### Gate-type map, run 1

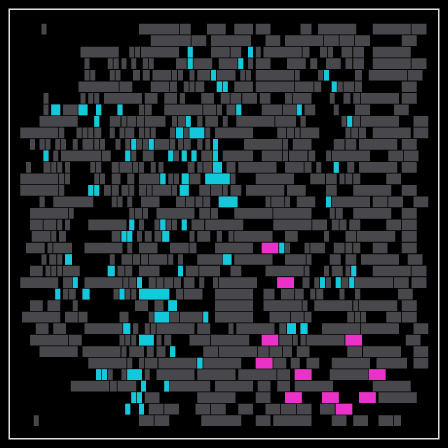
### Close-up of the layout, run 1

Bar = 5 um. Region (41, 61) to (61, 81) um. Cells in grey, sequential cells in the stronger grey; small squares are vias.
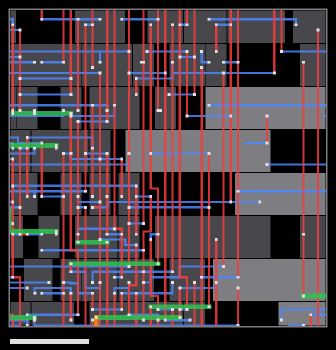
### Ports around the boundary, run 1

Bar = 20 um. Pins as bars across the die edge, other pins in grey.
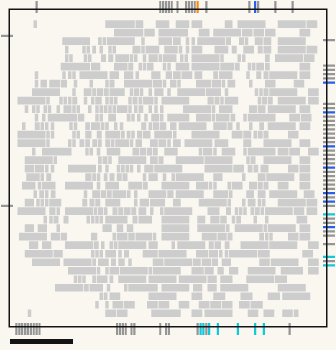
### Clock nets, run 1

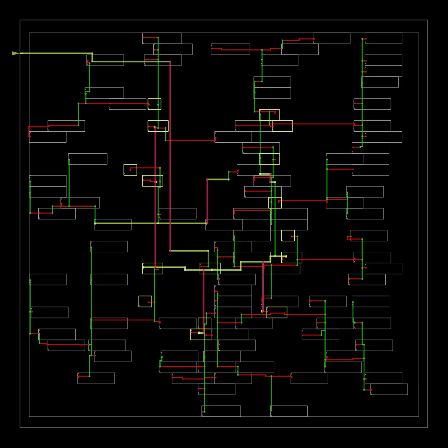
[src/rtl/scope_screen.sv]
// scope_screen: parametrised raster generator with spectrum/waterfall rendering and frame-latched marker.
// Optional peak-hold trace is enabled by defining SCOPE_PEAK_EN. AMP_W must not exceed 8.
module scope_screen #(
    parameter int H_ACTIVE    = 1024,
    parameter int H_FP        = 24,
    parameter int H_SYNC      = 136,
    parameter int H_BP        = 160,
    parameter int V_ACTIVE    = 768,
    parameter int V_FP        = 3,
    parameter int V_SYNC      = 6,
    parameter int V_BP        = 29,
    parameter bit HS_POL      = 1'b0,
    parameter bit VS_POL      = 1'b0,
    parameter int SPEC_LINES  = 512,
    parameter int WF_LINES    = 256,
    parameter int AMP_W       = 8,
    parameter int SCALE_LOG2  = 1,
    parameter int ADDR_W      = 10,
    parameter int GRID_X_LOG2 = 5,
    parameter int GRID_Y      = 53
) (
    input  logic              i_pixClk,
    input  logic              i_rst,
    input  logic [AMP_W-1:0]  i_amplitude,
    input  logic [AMP_W-1:0]  i_peak,
    input  logic [AMP_W-1:0]  i_wfPixel,
    input  logic [ADDR_W-1:0] i_marker_x,
    input  logic              i_marker_en,
    output logic              o_rd,
    output logic [ADDR_W-1:0] o_addr,
    output logic [ADDR_W-1:0] o_wf_line,
    output logic              o_spectrumActive,
    output logic              o_wfActive,
    output logic              o_wf_sync,
    output logic              o_frame_start,
    output logic              o_hs,
    output logic              o_vs,
    output logic              o_de,
    output logic [7:0]        o_rgb_r,
    output logic [7:0]        o_rgb_g,
    output logic [7:0]        o_rgb_b
);
    localparam int HA0 = H_FP + H_SYNC + H_BP;
    localparam int VA0 = V_FP + V_SYNC + V_BP;
    localparam int HT  = HA0 + H_ACTIVE;
    localparam int VT  = VA0 + V_ACTIVE;
    localparam int XW  = $clog2(HT);
    localparam int YW  = $clog2(VT);
    localparam int GW  = $clog2(GRID_Y + 1);
    localparam int MW  = XW > ADDR_W ? XW : ADDR_W;

    function automatic logic [23:0] midmap(input logic [AMP_W-1:0] v);
        logic [7:0] e;
        e = 8'(v) << (8 - AMP_W);
        return {e[7] ? {e[6:0], 1'b0} : 8'h00, e, ~e};
    endfunction

    logic [XW-1:0] h_q, h_d, x, x1_q;
    logic [YW-1:0] v_q, v_d, y, y1_q;
    logic [GW-1:0] gm_q, gm_d;
    logic h_wrap, active, spec, wf, hs_raw, vs_raw, fs_raw;
    logic act1_q, spec1_q, wf1_q, gy1_q, hs1_q, vs1_q, fs1_q;
    logic hs_q, vs_q, de_q, fs_q, mk_en_q;
    logic [ADDR_W-1:0] mk_x_q;
    logic [23:0] rgb_q, rgb_d, spec_rgb;
    logic [AMP_W-1:0] lvl;
    logic grid, mk_hit;

    assign h_wrap = h_q == XW'(HT - 1);
    // grid row counter restarts on the first active line, so no divider is needed
    always_comb begin
        h_d  = h_wrap ? '0 : h_q + 1'b1;
        v_d  = !h_wrap ? v_q : (v_q == YW'(VT - 1) ? '0 : v_q + 1'b1);
        gm_d = !h_wrap ? gm_q : (v_d == YW'(VA0) || gm_q == GW'(GRID_Y - 1)) ? '0 : gm_q + 1'b1;
    end

    assign active = h_q >= XW'(HA0) && v_q >= YW'(VA0);
    assign x      = h_q - XW'(HA0);
    assign y      = v_q - YW'(VA0);
    assign spec   = active && y < YW'(SPEC_LINES);
    assign wf     = active && !spec && y < YW'(SPEC_LINES + WF_LINES);
    assign hs_raw = (h_q >= XW'(H_FP) && h_q < XW'(H_FP + H_SYNC)) ? HS_POL : !HS_POL;
    assign vs_raw = (v_q >= YW'(V_FP) && v_q < YW'(V_FP + V_SYNC)) ? VS_POL : !VS_POL;
    assign fs_raw = h_q == '0 && v_q == YW'(V_FP);

    assign o_rd             = spec || wf;
    assign o_addr           = active ? ADDR_W'(x) : '0;
    assign o_wf_line        = wf ? ADDR_W'(y - YW'(SPEC_LINES)) : '0;
    assign o_spectrumActive = spec;
    assign o_wfActive       = wf;
    assign o_wf_sync        = spec && x == '0 && y == YW'(SPEC_LINES - 1);

`ifdef SCOPE_PEAK_EN
    logic pk_hit;
`else
    logic unused_peak;
    assign unused_peak = ^i_peak;
`endif

    always_comb begin
        lvl  = AMP_W'((YW'(SPEC_LINES - 1) - y1_q) >> SCALE_LOG2);
        grid = x1_q[GRID_X_LOG2-1:0] == '0 || gy1_q;
`ifdef SCOPE_PEAK_EN
        pk_hit   = i_peak == lvl;
        spec_rgb = {pk_hit ? 8'hFF : 8'h00,
                    i_amplitude >= lvl ? 16'(midmap(i_amplitude)) : pk_hit ? 16'(midmap(i_peak)) : 16'h0};
`else
        spec_rgb = {8'h00, i_amplitude >= lvl ? 16'(midmap(i_amplitude)) : 16'h0};
`endif
        spec_rgb[7] = spec_rgb[7] | grid;
        mk_hit = act1_q && mk_en_q && MW'(x1_q) == MW'(mk_x_q);
        rgb_d  = mk_hit ? 24'hFFFFFF : spec1_q ? spec_rgb : wf1_q ? midmap(i_wfPixel) : 24'h0;
    end

    always_ff @(posedge i_pixClk or posedge i_rst) begin
        if (i_rst) begin
            h_q     <= '0;
            v_q     <= '0;
            gm_q    <= '0;
            x1_q    <= '0;
            y1_q    <= '0;
            act1_q  <= 1'b0;
            spec1_q <= 1'b0;
            wf1_q   <= 1'b0;
            gy1_q   <= 1'b0;
            hs1_q   <= !HS_POL;
            vs1_q   <= !VS_POL;
            fs1_q   <= 1'b0;
            hs_q    <= !HS_POL;
            vs_q    <= !VS_POL;
            de_q    <= 1'b0;
            fs_q    <= 1'b0;
            rgb_q   <= '0;
            mk_en_q <= 1'b0;
            mk_x_q  <= '0;
        end else begin
            h_q     <= h_d;
            v_q     <= v_d;
            gm_q    <= gm_d;
            x1_q    <= x;
            y1_q    <= y;
            act1_q  <= active;
            spec1_q <= spec;
            wf1_q   <= wf;
            gy1_q   <= gm_q == '0;
            hs1_q   <= hs_raw;
            vs1_q   <= vs_raw;
            fs1_q   <= fs_raw;
            hs_q    <= hs1_q;
            vs_q    <= vs1_q;
            de_q    <= act1_q;
            fs_q    <= fs1_q;
            rgb_q   <= rgb_d;
            // marker only changes at frame start so the cursor never tears
            if (fs_q) begin
                mk_en_q <= i_marker_en;
                mk_x_q  <= i_marker_x;
            end
        end
    end

    assign o_hs          = hs_q;
    assign o_vs          = vs_q;
    assign o_de          = de_q;
    assign o_frame_start = fs_q;
    assign {o_rgb_r, o_rgb_g, o_rgb_b} = rgb_q;
endmodule

[config.mk]
export PLATFORM = sky130hd
export DESIGN_NAME = scope_screen
export DESIGN_NICKNAME = d
export VERILOG_FILES = /design/src/rtl/scope_screen.sv
export SDC_FILE = /design/constraint.sdc
export NUM_CORES = 1
export LEC_CHECK = 0
export ABC_AREA = 1
export CORE_MARGIN = 2
export CORE_UTILIZATION = 50
export DETAILED_ROUTE_END_ITERATION = 8
export GPL_ROUTABILITY_DRIVEN = 0
export MAX_ROUTING_LAYER = met4
export PLACE_DENSITY_LB_ADDON = 0.1
export REMOVE_ABC_BUFFERS = 1
export SYNTH_ARGS = -nofsm -noshare
export SYNTH_HDL_FRONTEND = slang
export SYNTH_SLANG_ARGS = --single-unit
[constraint.sdc]
create_clock -name i_pixClk -period 3.3 [get_ports i_pixClk]
set_clock_uncertainty 0.2 [all_clocks]
set_input_delay 0.495 -clock i_pixClk [delete_from_list [all_inputs] [get_ports i_pixClk]]
set_output_delay 0.495 -clock i_pixClk [all_outputs]
set_load 0.005 [all_outputs]
==> out/metrics.cfg, run 1 <==
[run_status]
result_of_the_run = finished clean

[synth]
synth-seq-area-share_pct = 49.0
ys_cells = 538
synth.lib_cells_used.distinct = 43
yosysTopAreaCell = dfrtp_1
yosys-stat-area_mm2 = 0.00471
synth-edff-count = 0
top_cell_area_share_pct = 46.7
yosysWarningCount = 0
synth.ff_latch_count = 92
synth.top_cells.by_area = dfrtp_1 (47%), nand2_1 (7.6%), inv_1 (5.6%)
synth_cells = 538
synth-async-reset-ratio_pct = 100
ff_type = dfrtp_1

[cells_and_area]
final.signal_inverter_count = 81
fillers = 779
dominant-cell-class = flip-flops and latches
drive_above_1_share_pct = 15.7
buffers_excl_clock = 96
fin_area_mm2 = 0.00600
final_cells = 747
multi_input_comb_area_mm2 = 0.00209
final_util_pct = 65.2
count_of_clock_net_buffers_in_the_final_layout = 10
flow.area_growth_from_synthesis_pct = 27.2
layout.nets = 688
seq_area_mm2 = 0.00231
seq_share_pct = 38.6
multiInputCombCellCount = 351

[worst_hold_path]
timing.hold.worst.start = vs1_q$_DFF_PP1_
worst_hold_path.endpoint = o_vs$_DFF_PP1_
number_of_instances_on_the_worst_hold_path = 0

[final_timing]
finalSetupViolCount = 0
finalWorstPathRequiredPeriod_ns = 3.19
count_of_final_hold_check_violations = 0
max-slew-margin-rel_pct = 54.0
max_freq_ghz = 0.314
worst-slew-pin-transition_ns = 0.689

[setup_path]
critical_path_peak_fanout = 5
reg2reg_setup_slack_ns = 0.78
timing.critical_path.to = o_wf_sync
crit_required_ns = 2.60
reg2reg_from = h_q[7]$_DFF_PP0_
r2r_end = gm_q[5]$_DFFE_PP0N_
setup.worst_path.start = v_q[1]$_DFF_PP0_
ff2ff_path_depth = 11
worst_setup_path_start_kind = flip-flop

[route]
avgViaCountPerCell = 5.18
wl_um = 10900
dr_total_vias = 3872
postRouteAntennaNets = 0
routed_wire_length_per_instance_um = 14.6
first_iter_violations = 154

[power_and_ir_drop]
pwr-share-seq_pct = 58.0
vdd_ir_drop_max_mv = 0.198
p_leak_nw = 3.10
cell_internal_pwr_mw = 1.47
p_total_mw = 1.94

[placed_design]
port_buffers = 78
dpl_cell_area_mm2 = 0.00561
place.detailed.hpwl_um = 7920

[global_route]
via_count_of_the_first_global_routing_pass = 3699
grt_max_degree = 55
antenna_found_initial = 0

[clocking]
clock_path_buffers = 2
cts-root-buf = clkbuf_8
clock_tree.htree_level_count = 3
cts_tree = yes

[die]
fp.dieArea_mm2 = 0.0102
core_area_mm2 = 0.00920
n_tap_cell = 111
number_of_cell_rows = 35
die_height_um = 101

[flow_run]
log.warning_count = 41
max_cap_viol_count = 0

Notes on 'Gate-type map' above:
Key: nor cells = cyan [cells 78, most used nor2_1]; mux cells = magenta [cells 11, most used mux2_2]

Notes on 'Close-up of the layout' above:
Key: metal 3 = green; metal 1 = blue; metal 4 = orange; metal 2 = red
Sequential cells in the window: 4. Netlist names of flops here include y1_q (4). Most frequent: nor2_1 (6), nand2_1 (4), dfrtp_1 (4). 38 logic cells have their middle in the window.

Notes on 'Ports around the boundary' above:
Key: i_wfPixel = blue [pins 8, direction input, edge 7 east, 1 north]; i_marker_x = cyan [pins 10, direction input, edge 7 south, 3 east]; o_rd = orange [pins 1, direction output, edge north]

Notes on 'Clock nets' above:
cts bufs inserted: 9
total number of sequential cells: 92
CTS sink count: 92
insertion delay to the later sink of the worst-skew pair: 0.36 ns
power dissipated in the clock network: 0.732 mW

[run 1: state kept, by name, indices dropped and copies added (netlist names), 6 cells and up]
name	count
rgb_q	24
h_q	11
x1_q	11
mk_x_q	10
v_q	10
y1_q	8
gm_q	6
[run 1: synth_stat cells, types with 2 or more instances]
library cell,instances
ha_1,20
a31oi_1,2
a21oi_1,14
o21ai_0,16
inv_1,70
clkbuf_1,5
nand2_2,4
nand3_2,2
buf_2,6
nor2_2,3
dfstp_2,4
buf_4,3
nor3_1,10
nand3b_1,7
xor2_1,10
inv_2,10
mux2_2,11
dfrtp_1,88
nand3_1,38
nor3_2,3
nor2_1,58
o211ai_1,8
o21ai_1,2
nand4_1,14
nor4_1,3
a21oi_2,5
nand2_1,96
xnor2_1,11
[run 1: cells in the final DEF (no fill, tap or decap), types with 10 or more instances in the layout]
cell type        count
nand2_1             95
dfrtp_1             84
clkdlybuf4s50_1     69
inv_1               67
nor2_1              56
nand3_1             38
ha_1                18
buf_4               16
o21ai_0             15
nand4_1             14
a21oi_1             13
inv_2               12
xnor2_1             11
mux2_2              11
clkbuf_8            10
[run 1: power by group through the flow]
stage | Combinational (mW) | Sequential (mW) | Clock [mW]
after floorplan | 0.0310 | 1.15 | 0
after global routing | 0.0931 | 1.13 | 0.794
after detailed placement | 0.0846 | 1.15 | 0
after CTS | 0.0851 | 1.13 | 0.751
after global placement | 0.0832 | 1.15 | 0
final | 0.0834 | 1.13 | 0.732
[run 1: critical path: stages, from the launching register on]
cell             delay (ns)
dfrtp_2                0.44
ha_4                   0.18
inv_1                  0.07
nand2_1                0.07
nand2_1                0.10
inv_2                  0.07
nor2_1                 0.18
nand3_1                0.12
nor4_2                 0.18
nand4_1                0.11
nor2_1                 0.10
clkdlybuf4s50_1        0.52
[run 1: per-stage QoR]
| stage | hold WS, ns | setup TNS, ns | setup slack [ns] |
|---|---|---|---|
| floorplan | 0.131 | 0 | 0.220 |
| global placement | 0.135 | 0 | 0.283 |
| detailed placement | 0.146 | 0 | 0.252 |
| CTS | 0.155 | 0 | 0.0140 |
| global route | 0.158 | -0.0992 | -0.0514 |
| finish | 0.153 | 0 | 0.115 |
[run 1: per-layer routing]
metal | track usage, % | part of all wire (%) | vias up
li1 | - | - | 1905
met1 | 27.3 | 42 | 1826
met2 | 38.9 | 51 | 126
met3 | 2.70 | 5.5 | 15
met4 | 7.48 | 1.3 | 0
met5 | - | 0 | -
[run 1: kinds of logic (layout without fill, tap and decap cells)]
| logic type | Yosys count | after routing | share of synthesized area, % |
|---|---|---|---|
| AND-OR/OR-AND | 53 | 53 | 6.90 |
| XOR/XNOR | 21 | 21 | 3.90 |
| flip-flops | 92 | 92 | 49.0 |
| other | 1 | 2 | 0.0796 |
| adder cells (fa/ha/maj) | 20 | 20 | 5.31 |
| multiplexers | 11 | 11 | 2.63 |
| buffers and inverters | 97 | 193 | 8.28 |
| AND/OR/NAND/NOR | 243 | 244 | 23.9 |
[run 1: timing repair]
item / in CTS / in global routing
pin swaps: 0 / 5
buffers inserted: 2 / 10
hold buffers: 0 / 0
setup endpoints to repair: 12 / 14
cloned: 0 / 1
gates resized: 4 / 26
==> run 1 -> run 2 <==
Settings changed: CELL_PAD_IN_SITES_DETAIL_PLACEMENT set to 0, CELL_PAD_IN_SITES_GLOBAL_PLACEMENT set to 1, CORE_UTILIZATION 50 to 39, SKIP_CTS_REPAIR_TIMING set to 1.
==> run 2 against run 1 <==
Sequential power is essentially flat. Power grew 16%. Non-clock buffer count shrank 4. Combinational power grew 0.7%. Register-to-register slack lost 0.08 ns. Largest power group unchanged. Final cell count grew 4.3%. Clock power grew 42%. Count of clock-buffer cells in the layout grew 2. Sequential share of layout area shrank 0.54 points. Die size grew 27%. Global-route usage shrank 3.3 points.
==> out/metrics.cfg, run 2 <==
[global_route]
grt_max_degree = 93  ; was 55
grtUsageMet3_pct = 3.29  ; was 2.70%
via_count_of_the_first_global_routing_pass = 3729  ; was 3699
grtUsageMet1_pct = 23.5  ; was 27.3%
antenna_found_initial = 0  ; unchanged

[route]
first_iter_violations = 187  ; was 154
avgViaCountPerCell = 4.86  ; was 5.18
postRouteAntennaNets = 0  ; unchanged
dr_total_vias = 3785  ; was 3872
routed_wire_length_per_instance_um = 14.6  ; about the same
wl_um = 11400  ; was 10900 um

[clocking]
clock_tree.htree_level_count = 3  ; unchanged
clock_sink_count = 92  ; unchanged
cts-root-buf = clkbuf_16  ; was clkbuf_8
insertion_delay_ns = 0.35  ; was 0.36 ns
cts_tree = yes  ; unchanged
clock_path_buffers = 2  ; unchanged
numCtsBuffers = 9  ; unchanged

[cells_and_area]
final_layout_top_logic_cells = nand2_1 (96), dfrtp_1 (86), clkdlybuf4s50_1 (72), inv_1 (69), nor2_1 (54)  ; was nand2_1 (95), dfrtp_1 (84), clkdlybuf4s50_1 (69), inv_1 (67), nor2_1 (56)
largest-register = rgb_q  ; unchanged
drive_above_1_share_pct = 14.2  ; was 15.7%
flow.area_growth_from_synthesis_pct = 28.9  ; was 27.2%
layout.nets = 684  ; was 688
final_util_pct = 51.0  ; was 65.2%
biggestRegsByFlops = rgb_q: 24 flops, h_q: 11 flops, x1_q: 11 flops  ; unchanged
largest_register_ffs = 24  ; unchanged
mostFrequentLayoutCell = nand2_1  ; unchanged
final_cells = 779  ; was 747

[synth]
synth-async-reset-ratio_pct = 100  ; unchanged
synth-edff-count = 0  ; unchanged
netlist.top_cell.by_instances = nand2_1  ; unchanged
ff_type = dfrtp_1  ; unchanged
yosys-stat-area_mm2 = 0.00471  ; unchanged
yosysTopAreaCell = dfrtp_1  ; unchanged
top_cell_area_share_pct = 46.7  ; unchanged
synth.ff_latch_count = 92  ; unchanged
synth-seq-area-share_pct = 49.0  ; unchanged
yosysWarningCount = 0  ; unchanged
ys_cells = 538  ; unchanged
top_cells_by_count = nand2_1 (96), dfrtp_1 (88), inv_1 (70)  ; unchanged
synth.top_cells.by_area = dfrtp_1 (47%), nand2_1 (7.6%), inv_1 (5.6%)  ; unchanged
synth.lib_cells_used.distinct = 43  ; unchanged
synth_cells = 538  ; unchanged

[final_timing]
worst-slew-pin-transition_ns = 0.561  ; was 0.689 ns
max_freq_ghz = 0.314  ; about the same
setup_total_negative_slack_ns = 0  ; unchanged
number_of_max_slew_violations_in_the_final_report = 0  ; unchanged
max-slew-margin-rel_pct = 62.6  ; was 54.0%
finalWorstPathRequiredPeriod_ns = 3.19  ; about the same
count_of_final_hold_check_violations = 0  ; unchanged

[power_and_ir_drop]
cell_internal_pwr_mw = 1.77  ; was 1.47 mW
pwr-share-seq_pct = 50.1  ; was 58.0%
p_leak_nw = 3.06  ; was 3.10 nW
vdd_ir_drop_max_mv = 0.221  ; was 0.198 mV
p_total_mw = 2.25  ; was 1.94 mW

[setup_path]
reg2reg_setup_slack_ns = 0.70  ; was 0.78 ns
r2r_end = gm_q[3]$_DFFE_PP0N_  ; was gm_q[5]$_DFFE_PP0N_
worst_setup_path_start_kind = flip-flop  ; unchanged
crit_required_ns = 2.60  ; about the same
critical_path_peak_fanout = 6  ; was 5
ff2ff_path_depth = 11  ; unchanged
reg2reg_from = h_q[7]$_DFF_PP0_  ; unchanged

[die]
number_of_cell_rows = 40  ; was 35
io_pins = 89  ; unchanged
core_area_mm2 = 0.0119  ; was 0.00920 mm2
die_height_um = 114  ; was 101 um
fp.dieArea_mm2 = 0.0130  ; was 0.0102 mm2

[flow_run]
max_cap_viol_count = 0  ; unchanged
log.warning_count = 41  ; unchanged

[worst_hold_path]
number_of_instances_on_the_worst_hold_path = 0  ; unchanged
worst_hold_path.endpoint = o_frame_start$_DFF_PP0_  ; was o_vs$_DFF_PP1_
timing.hold.worst.start = fs1_q$_DFF_PP0_  ; was vs1_q$_DFF_PP1_

[placed_design]
place.detailed.hpwl_um = 8420  ; was 7920 um

[run_status]
result_of_the_run = finished clean  ; unchanged

[run 2: cell counts after synthesis]
No cell type changed its count.
[run 2: power groups by stage]
stage	Combinational [mW]	Clock (mW)	Sequential, mW
after global placement	0.0851	0	1.15
after global routing	0.0957	1.13	1.13
final	0.0840	1.04	1.13
after floorplan	0.0310	0	1.15
after detailed placement	0.0859	0	1.15
after CTS	0.0867	1.07	1.13
[run 2: layout make-up]
class | instances | area, um2
fill | 1201 | 5840
clock buffer | 12 | 246
inverter | 81 | 305
clock inverter | 4 | 48.8
tap | 147 | 184
multi-input combinational | 351 | 2070
sequential | 92 | 2310
timing repair buffer | 92 | 913
[run 2: through the flow]
stage / area, um2 / hold WS (ns) / worst slack [ns]
final: 6070 / 0.152 / 0.114
after global routing: 6070 / 0.161 / -0.0306
after CTS: 5990 / 0.156 / -0.121
after detailed placement: 5690 / 0.136 / 0.258
after global placement: 5690 / 0.138 / 0.287
after floorplan: 4630 / 0.131 / 0.220
[run 2: cells by family (layout without fill, tap and decap cells)]
logic type               count (synthesis)  count (layout)  synth area share [%]
XOR/XNOR                                21              21                  3.90
multiplexers                            11              11                  2.63
AND/OR/NAND/NOR                        243             244                  23.9
buffers and inverters                   97             189                  8.28
other                                    1               2                0.0796
adder cells (fa/ha/maj)                 20              20                  5.31
AND-OR/OR-AND                           53              53                  6.90
flip-flops                              92              92                  49.0
[run 2: worst max-delay path by stage]
stage	slack (ns)	end	depth (start not counted)	start
after global routing	-0.03	o_wf_sync	8	h_q[7]$_DFF_PP0_
after floorplan	0.22	act1_q$_DFF_PP0_	1	i_rst
after global placement	0.29	o_wf_sync	9	h_q[7]$_DFF_PP0_
after CTS	-0.12	o_wf_sync	9	h_q[7]$_DFF_PP0_
final	0.11	o_wf_sync	8	h_q[7]$_DFF_PP0_
after detailed placement	0.26	o_wf_sync	9	h_q[7]$_DFF_PP0_
[run 2: worst max-delay path: stages, from the launching register on]
cell and delay [ns]:
dfrtp_2 0.44, inv_1 0.13, ha_1 0.20, xor2_1 0.23, nand3_1 0.13, nor4_2 0.28, nand4_1 0.12, nor2_1 0.11
clkdlybuf4s50_1 0.51
[run 2: metal layers]
| metal | vias to the layer above | share of wire (%) |
|---|---|---|
| met1 | 1797 | 45 |
| met2 | 70 | 50 |
| met4 | 0 | 1.1 |
| met5 | - | 0 |
| li1 | 1910 | - |
| met3 | 8 | 3.4 |
### Ports around the boundary, run 2

Bar = 20 um. Pins as bars across the die edge, other pins in grey.
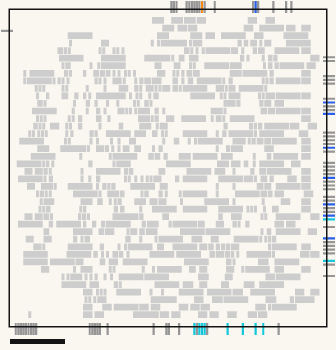
Key: o_rd = orange [pins 1, direction output, edge north]; i_marker_x = cyan [pins 10, direction input, edge 8 south, 2 east]; i_wfPixel = blue [pins 8, direction input, edge 7 east, 1 north]
All pins by edge: 40 east, 30 south, 18 north, 1 west.

==> run 2 -> run 3 <==
Settings changed: PLACE_DENSITY set to 0.82, PLACE_DENSITY_LB_ADDON 0.1 to unset.
==> run 3 against run 2 <==
Via count is 1.1% higher. Routed wire length is 4.6% lower. Sequential cell count stayed put. Fmax is 0.82% lower. Worst hold slack better by 0.0032 ns. Register-to-register slack better by 0.04 ns. Global-route usage is 1.2 points lower. Clock power is about 10% lower. Count of clock-buffer cells in the layout is 2 lower. Synthesized area stayed put. Critical endpoint unchanged. Largest cell class unchanged.
==> out/metrics.cfg, run 3 <==
[run_status]
result_of_the_run = finished clean  ; unchanged

[cells_and_area]
multi_input_comb_area_mm2 = 0.00206  ; was 0.00207 mm2
seq_area_mm2 = 0.00231  ; unchanged
mostFrequentLayoutCell = nand2_1  ; unchanged
biggestRegsByFlops = rgb_q: 24 flops, h_q: 11 flops, x1_q: 11 flops  ; unchanged
final_layout_top_logic_cells = nand2_1 (95), dfrtp_1 (86), inv_1 (66), clkdlybuf4s50_1 (62), nor2_1 (54)  ; was nand2_1 (96), dfrtp_1 (86), clkdlybuf4s50_1 (72), inv_1 (69), nor2_1 (54)
fillers = 1125  ; was 1201
layout.nets = 688  ; was 684
largest_register_ffs = 24  ; unchanged
largest-register = rgb_q  ; unchanged
drive_above_1_share_pct = 15.1  ; was 14.2%
flow.area_growth_from_synthesis_pct = 29.5  ; was 28.9%

[route]
dr_total_vias = 3826  ; was 3785
avgViaCountPerCell = 4.89  ; was 4.86
wl_um = 10800  ; was 11400 um
postRouteAntennaNets = 0  ; unchanged
routed_wire_length_per_instance_um = 13.8  ; was 14.6 um

[final_timing]
count_of_final_hold_check_violations = 0  ; unchanged
finalSetupViolCount = 0  ; unchanged
finalWorstPathRequiredPeriod_ns = 3.21  ; was 3.19 ns
holdWs_ns = 0.156  ; was 0.152 ns
worst-slew-pin-transition_ns = 0.593  ; was 0.561 ns
max-slew-margin-rel_pct = 60.4  ; was 62.6%
grt_setup_unrepaired = yes  ; unchanged
max_freq_ghz = 0.311  ; was 0.314 GHz

[die]
io_pins = 89  ; unchanged
die_height_um = 114  ; unchanged
number_of_cell_rows = 40  ; unchanged
fp.dieArea_mm2 = 0.0130  ; unchanged
core_area_mm2 = 0.0119  ; unchanged

[synth]
ys_cells = 538  ; unchanged
yosys-stat-area_mm2 = 0.00471  ; unchanged
synth-edff-count = 0  ; unchanged
synth-seq-area-share_pct = 49.0  ; unchanged
synth_cells = 538  ; unchanged
ff_type = dfrtp_1  ; unchanged
top_cells_by_count = nand2_1 (96), dfrtp_1 (88), inv_1 (70)  ; unchanged
yosysTopAreaCell = dfrtp_1  ; unchanged
synth.lib_cells_used.distinct = 43  ; unchanged
synth.top_cells.by_area = dfrtp_1 (47%), nand2_1 (7.6%), inv_1 (5.6%)  ; unchanged
top_cell_area_share_pct = 46.7  ; unchanged
yosysWarningCount = 0  ; unchanged
synth.ff_latch_count = 92  ; unchanged
synth-async-reset-ratio_pct = 100  ; unchanged

[worst_hold_path]
timing.hold.worst.start = hs1_q$_DFF_PP1_  ; was fs1_q$_DFF_PP0_
number_of_instances_on_the_worst_hold_path = 0  ; unchanged

[clocking]
cts-root-buf = clkbuf_16  ; unchanged
clock_tree.htree_level_count = 3  ; unchanged
clock_sink_count = 92  ; unchanged
insertion_delay_ns = 0.34  ; was 0.35 ns
numCtsBuffers = 9  ; unchanged
cts_tree = yes  ; unchanged
clock_path_buffers = 2  ; unchanged

[power_and_ir_drop]
p_leak_nw = 3.26  ; was 3.06 nW
vdd_ir_drop_max_mv = 0.260  ; was 0.221 mV
p_total_mw = 2.15  ; was 2.25 mW

[flow_run]
max_cap_viol_count = 0  ; unchanged
log.warning_count = 41  ; unchanged

[setup_path]
worst-path-buf-inv = 2  ; unchanged
crit_family = buffers and inverters  ; unchanged
crit_chain = inv_1 -> ha_1 -> o21ai_0 -> xor2_1 -> nand3_1 -> nor4_2 -> nand4_1 -> nor2_1 -> clkdlybuf4s50_1  ; was inv_1 -> ha_1 -> xor2_1 -> nand3_1 -> nor4_2 -> nand4_1 -> nor2_1 -> clkdlybuf4s50_1
timing.critical_path.slowest_cell_delay_ns = 0.51  ; about the same
crit_required_ns = 2.60  ; about the same
r2r_end = gm_q[4]$_DFFE_PP0N_  ; was gm_q[3]$_DFFE_PP0N_
reg2reg_setup_slack_ns = 0.74  ; was 0.70 ns
reg2reg_from = h_q[7]$_DFF_PP0_  ; unchanged
slowest_cell_on_the_critical_path = clkdlybuf4s50_1  ; unchanged
worst_setup_path_start_kind = flip-flop  ; unchanged
ff2ff_path_depth = 11  ; unchanged

[global_route]
grt_max_degree = 60  ; was 93
antenna_found_initial = 0  ; unchanged
via_count_of_the_first_global_routing_pass = 3757  ; was 3729

[placed_design]
port_buffers = 78  ; unchanged
place.detailed.hpwl_um = 8170  ; was 8420 um

[run 3: cell counts after synthesis]
No cell type changed its count.
[run 3: worst max path at each step]
stage                      from          endpoint  slack [ns]  depth (start not counted)
5_1_grt        v_q[1]$_DFF_PP0_        o_wfActive       -0.07                         14
3_3_place_gp   h_q[7]$_DFF_PP0_         o_wf_sync        0.27                          9
4_1_cts        h_q[7]$_DFF_PP0_         o_wf_sync       -0.08                          9
3_5_place_dp   h_q[7]$_DFF_PP0_         o_wf_sync        0.29                          9
6_report       h_q[7]$_DFF_PP0_         o_wf_sync        0.09                          9
2_1_floorplan             i_rst  act1_q$_DFF_PP0_        0.22                          1
[run 3: per-layer routing]
metal | wire length (um) | global-route usage [%] | up-vias
li1 | - | - | 1915
met1 | 4820 | 22.2 | 1814
met2 | 5420 | 29.4 | 87
met3 | 470 | 4.14 | 10
met4 | 118 | 5.37 | 0
met5 | 0 | - | -
[run 3: kinds of logic after synthesis]
| kind of cell | count (synthesis) | share of synthesized area [%] |
|---|---|---|
| and+or+nand+nor | 243 | 23.9 |
| muxes | 11 | 2.63 |
| adders and majority gates | 20 | 5.31 |
| AOI/OAI and AO/OA | 53 | 6.90 |
| DFF | 92 | 49.0 |
| buffers and inverters | 97 | 8.28 |
| other | 1 | 0.0796 |
| xor gates and xnor gates | 21 | 3.90 |
[run 3: area by class of cell]
type                    instances  area share, %
flip-flops and latches         92           37.9
inverters                      81           5.00
clock buffers                  10           3.75
multi-input cells             351           33.8
repair buffers                 96           15.9
clock inverters                 6          0.656
well taps                     147           3.01
[run 3: per-stage QoR]
stage          cells  setup slack [ns]  setup TNS [ns]  area [um2]
3_3_place_gp     759             0.265               0        5690
4_1_cts          775           -0.0822          -0.150        5960
5_1_grt          783           -0.0736          -0.215        6100
3_5_place_dp     759             0.294               0        5690
2_1_floorplan    523             0.220               0        4630
6_report         783            0.0879               0        6100
[run 3: power breakdown]
group / leakage [nW] / switching (mW) / total (mW) / internal [mW]
Combinational: 1.94 / 0.0442 / 0.0835 / 0.0393
Clock: 0.133 / 0.431 / 0.941 / 0.510
Sequential: 1.19 / 0 / 1.13 / 1.13
[run 3: worst register-to-register path: stages (launching register included)]
cell	delay, ns
dfrtp_1	0.42
inv_1	0.13
ha_1	0.28
nand4_2	0.25
nor2_8	0.41
nand3_1	0.14
nand2_1	0.11
nand2_1	0.06
nor2_1	0.14
nand3_2	0.11
nand2_4	0.12
a21oi_2	0.07
### Gate-type map, run 3

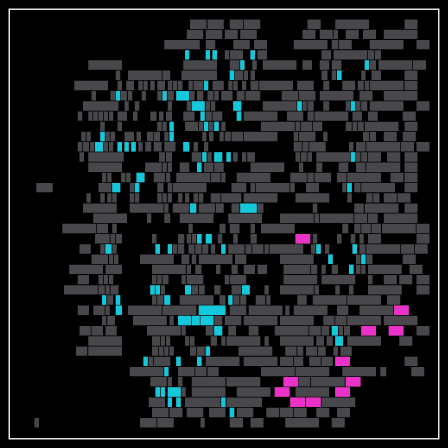
Key: mux cells = magenta [cells 11, most used mux2_2, where south-east]; nor cells = cyan [cells 78, most used nor2_1]


==> gallery <==
Wiring heat map.
The die is cut into 23 by 23 equal tiles; white is low, dark blue is high, scaled to the fullest tile. Values are wire area over tile area, all layers added.
(a)
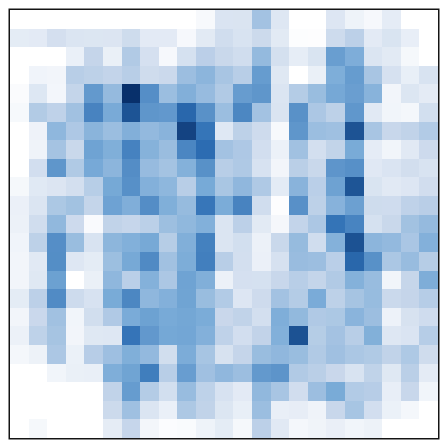
(b)
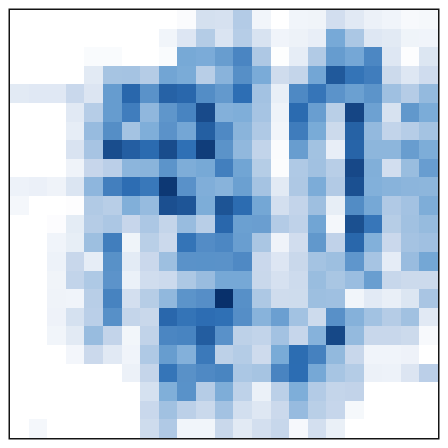
- run 3 = (b)
- run 2 = (a)

Key to (b):
The mean over all tiles is 0.13. The emptiest ninth of the die: south-west. 24% of the tiles are over half the peak. The fullest tile reaches 0.43. 20% of the tiles are nearly empty. The densest ninth of the die: centre.

Power and IR drop assume default switching activity.
